==> config.mk <==
export PLATFORM = sky130hd
export DESIGN_NAME = gpi_filter
export DESIGN_NICKNAME = d
export VERILOG_FILES = /design/src/rtl/gpi_filter.sv
export SDC_FILE = /design/constraint.sdc
export NUM_CORES = 1
export LEC_CHECK = 0
export ABC_AREA = 1
export CELL_PAD_IN_SITES_DETAIL_PLACEMENT = 1
export CELL_PAD_IN_SITES_GLOBAL_PLACEMENT = 2
export CORE_MARGIN = 5
export CORE_UTILIZATION = 35
export CTS_CLUSTER_SIZE = 24
export DETAILED_ROUTE_END_ITERATION = 12
export PLACE_DENSITY = 0.8
export SYNTH_ARGS = -nofsm -noshare
export SYNTH_HDL_FRONTEND = slang
export SYNTH_SLANG_ARGS = --single-unit
==> constraint.sdc <==
create_clock -name pclk -period 7.4 [get_ports pclk]
set_input_delay 1.48 -clock pclk [delete_from_list [all_inputs] [get_ports pclk]]
set_output_delay 1.48 -clock pclk [all_outputs]
set_load 0.01 [all_outputs]
==> src/rtl/gpi_filter.sv <==
// Field-input conditioner: two-flop synchroniser, shared sample prescaler and
// per-channel debounce counters. Define GPI_FILTER_EDGE_EN to build rise/fall pulses.
module gpi_filter #(
  parameter int GPI_W   = 16,
  parameter int CNT_W   = 8,
  parameter int PRESC_W = 16
) (
  input  logic               pclk,
  input  logic               presetn,
  input  logic [GPI_W-1:0]   din,
  input  logic [PRESC_W-1:0] presc,
  input  logic [CNT_W-1:0]   filt_len,
  output logic [GPI_W-1:0]   gpi,
  output logic [GPI_W-1:0]   rise,
  output logic [GPI_W-1:0]   fall
);

  logic [GPI_W-1:0]   sync1;
  logic [GPI_W-1:0]   sync2;
  logic [PRESC_W-1:0] pcnt;
  logic               tick;
  logic [CNT_W-1:0]   cnt [GPI_W];
  logic [CNT_W:0]     filt_eff;
  logic [GPI_W-1:0]   accept;

  // Using >= rather than == makes a lowered presc fire on the next cycle
  // instead of letting pcnt run up to all-ones and wrap.
  assign tick     = (pcnt >= presc);
  assign filt_eff = (filt_len == '0) ? (CNT_W+1)'(1) : {1'b0, filt_len};

  // NOTE: every always_comb output gets a default before any branch so no latch is inferred.
  always_comb begin
    accept = '0;
    for (int i = 0; i < GPI_W; i++) begin
      accept[i] = (sync2[i] != gpi[i]) && tick &&
                  (({1'b0, cnt[i]} + (CNT_W+1)'(1)) >= filt_eff);
    end
  end

  // NOTE: sequential state uses non-blocking assignments so every flop samples pre-edge values.
  always_ff @(posedge pclk) begin
    if (!presetn) begin
      sync1 <= '0;
      sync2 <= '0;
      pcnt  <= '0;
    end else begin
      sync1 <= din;
      sync2 <= sync1;
      pcnt  <= tick ? '0 : pcnt + PRESC_W'(1);
    end
  end

  // NOTE: the counter array is reset explicitly because a reset mid-filter must discard partial counts.
  always_ff @(posedge pclk) begin
    if (!presetn) begin
      gpi <= '0;
      for (int i = 0; i < GPI_W; i++) cnt[i] <= '0;
    end else begin
      gpi <= (gpi & ~accept) | (sync2 & accept);
      for (int i = 0; i < GPI_W; i++) begin
        if (sync2[i] == gpi[i]) begin
          cnt[i] <= '0;
        end else if (tick) begin
          cnt[i] <= accept[i] ? '0 : cnt[i] + CNT_W'(1);
        end
      end
    end
  end

`ifdef GPI_FILTER_EDGE_EN
  // Pulses are registered alongside gpi so they line up with the new level.
  always_ff @(posedge pclk) begin
    if (!presetn) begin
      rise <= '0;
      fall <= '0;
    end else begin
      rise <= accept & sync2;
      fall <= accept & ~sync2;
    end
  end
`else
  assign rise = '0;
  assign fall = '0;
`endif

endmodule

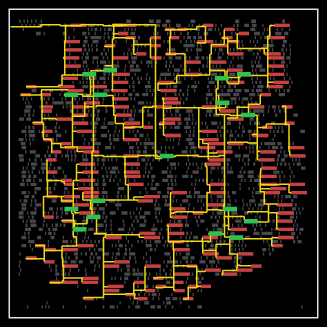
*Clock network drawn from the DEF*
Scale: 1.5 px per um.
- green: cells driving clock nets (count 17)
- yellow: clock wires (length 2870 um)
- red: flip-flops (count 192)
- flops lie: spread over the die
- routed clock nets: 18
Clock power frac: 41.0%
Setup Skew: 0.01176 ns

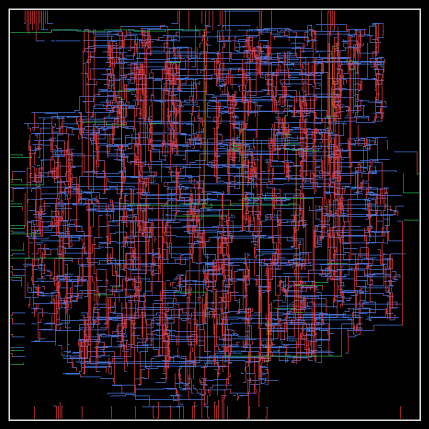
*Signal wires by layer*
Scale: 2 px per um.
- green: met3 (wire length 660 um)
- red: met2 (wire length 16300 um)
- orange: met4 (wire length 457 um)
- blue: met1 (wire length 14600 um)
wire per inst: 14.15 um
DR vias: 10310
Routed WL: 31970 um
Total GRT Usage: 15.73%

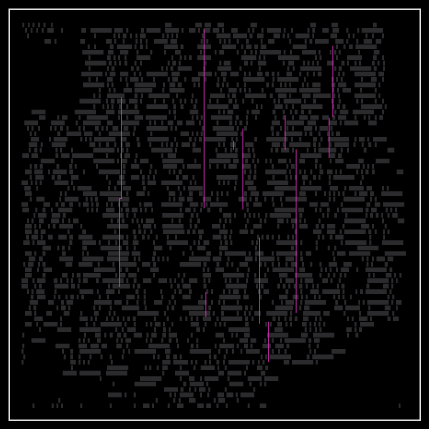
*Metal 4*
Scale: 2 px per um.
- longest straight run: 89.1 um
- wire length on this layer: 457 um
- share of all routed wire: 1.4%
- main direction: vertical
- nets with wire on the layer: 9

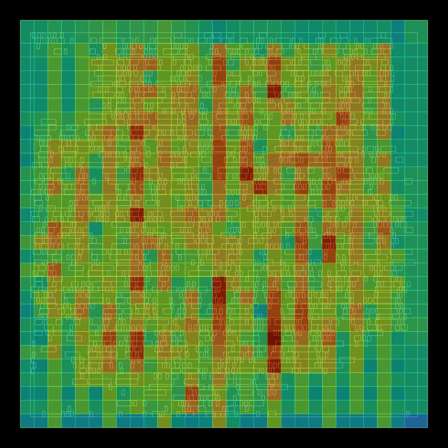
*Congestion heat map*
Final Core Density: 39.70%
Global Route met3 Usage: 2.454%
global routing's busiest layer: met2

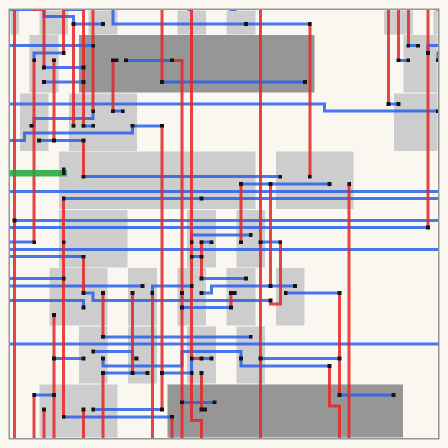
*Layout detail*
Window x 144 to 164, y 41 to 61 um. Cells in gray, sequential cells in the stronger gray; small squares are vias.
- red: met2
- green: met3
- blue: met1
- cells with their middle in the window: 21
- sequential cells in the window: 2
- most frequent: nand2_1 (6), inv_1 (4)
- netlist names of flops here include: cnt (2)

==> flow_metrics.env <==
# implementation run metrics
export IMPL_drtIter0Drc=262
export IMPL_area_growth_pct=12.45
export IMPL_flop_cell="edfxtp_1"
export IMPL_avgSynthCellArea_um2=7.940
export IMPL_comb_power_uw=237
export IMPL_ys_seq_share_pct=38.63
export IMPL_ys_area_um2=13270
export IMPL_wl_met3_um=660
export IMPL_yosysMostFrequentCell="nand2_1"
export IMPL_synthArstFlopShare_pct=0
export IMPL_synth_xor_area_share_pct=5.611
export IMPL_crit_chain="clkdlybuf4s50_1 > inv_2 > a41o_1 > ha_1 > nand3_1 > a21oi_1 > nor2_1 > nand2_1 > nand2_1 > nand2_1 > nand2_1 > nand4_2 > nor3_2"
export IMPL_wl_met1_um=14600
export IMPL_powerDensity_nw_per_um2=161.1
export IMPL_p_leak_uw=0.006962
export IMPL_setup_violations=0
export IMPL_place_congestion=0.7489
export IMPL_place_ws_ns=2.422
export IMPL_rsz0062_at_grt="false"
export IMPL_synth_top_cells_by_count="nand2_1, inv_1, nor2_1"
export IMPL_cts_buffer_depth=2
export IMPL_status="complete, no violations"
export IMPL_mi_logic_area_um2=6664
export IMPL_ios=90
export IMPL_clk_insertion_delay_late_ns=0.45
export IMPL_synthAoiAreaFrac_pct=3.980
export IMPL_yosysTopAreaCellShare_pct=28.97
export IMPL_die_h_um=204.7
export IMPL_final_clk_cell_share_pct=4.135
export IMPL_logic_gate_count=1126
export IMPL_synth_edff_count=128
export IMPL_maxCapViolCount=0
export IMPL_antenna_found_initial=0
export IMPL_fin_ws_ns=3.014
export IMPL_die_area_um2=41900
export IMPL_grt_pass1_wl_um=53090
export IMPL_max_freq_mhz=228.0
export IMPL_clkSinkCount=192
export IMPL_mappedNetlistArea_um2=13270
export IMPL_min_to="sync2[10]$_SDFF_PN0_"
export IMPL_ys_sh_mux_pct=0
export IMPL_yosysWarnings=0
export IMPL_crit_top_cell="nand2_1"
export IMPL_maxSlewHeadroom_pct=29.30
export IMPL_worst_ep_arrival_time_ns=4.67
export IMPL_nClkBuffers=19
export IMPL_crit_family="AND-OR/OR-AND gates"
export IMPL_synth_area_leader_cell="edfxtp_1"
export IMPL_hold_buffers=0
export IMPL_rr_startpoint="cnt[1][16]$_SDFFCE_PP0P_"
export IMPL_hold_class="flip-flop to flip-flop"
export IMPL_logic_family="simple AND/OR/NAND/NOR gates"
export IMPL_ys_sh_simple_pct=26.06
export IMPL_r2r_end="cnt[1][22]$_SDFFCE_PP0P_"
export IMPL_grt_pass1_vias=10980
export IMPL_antenna_cells=0
export IMPL_use_met2_pct=29.12
export IMPL_worst_pin_slew_ns=1.059
export IMPL_seq_power_uw=1180
export IMPL_topCellsByArea="edfxtp_1, ha_1, nand2_1"
export IMPL_cp_depth=13
export IMPL_rows=71
export IMPL_numPlacedInstances=2228
export IMPL_layout_top_cell="nand2_1"
export IMPL_ys_sh_adder_pct=13.67
export IMPL_taps=511
export IMPL_mostFrequentLayoutCells="nand2_1, inv_1, nor2_1"
export IMPL_regArea_um2=5125
export IMPL_synth_seq_cells=192
export IMPL_dominant_cells="logic gates"
export IMPL_initCoreUtil_pct=35.31
export IMPL_grt_max_degree=45
export IMPL_design_seq_count=192
export IMPL_postLayoutCellArea_um2=14920
export IMPL_reg2reg_slack_ns=4.65
export IMPL_htreeDepth=4
export IMPL_rr_worst_depth=16
export IMPL_comb_share_pct=44.67
export IMPL_place_area_um2=14300
export IMPL_pg_clk_uw=986
export IMPL_cts_root_buffer="clkbuf_16"
export IMPL_whs_ns=0.4181
export IMPL_hold_viol_final=0
export IMPL_coreArea_um2=37580
Power figures rest on the tool's default switching activity, not on a simulated workload.
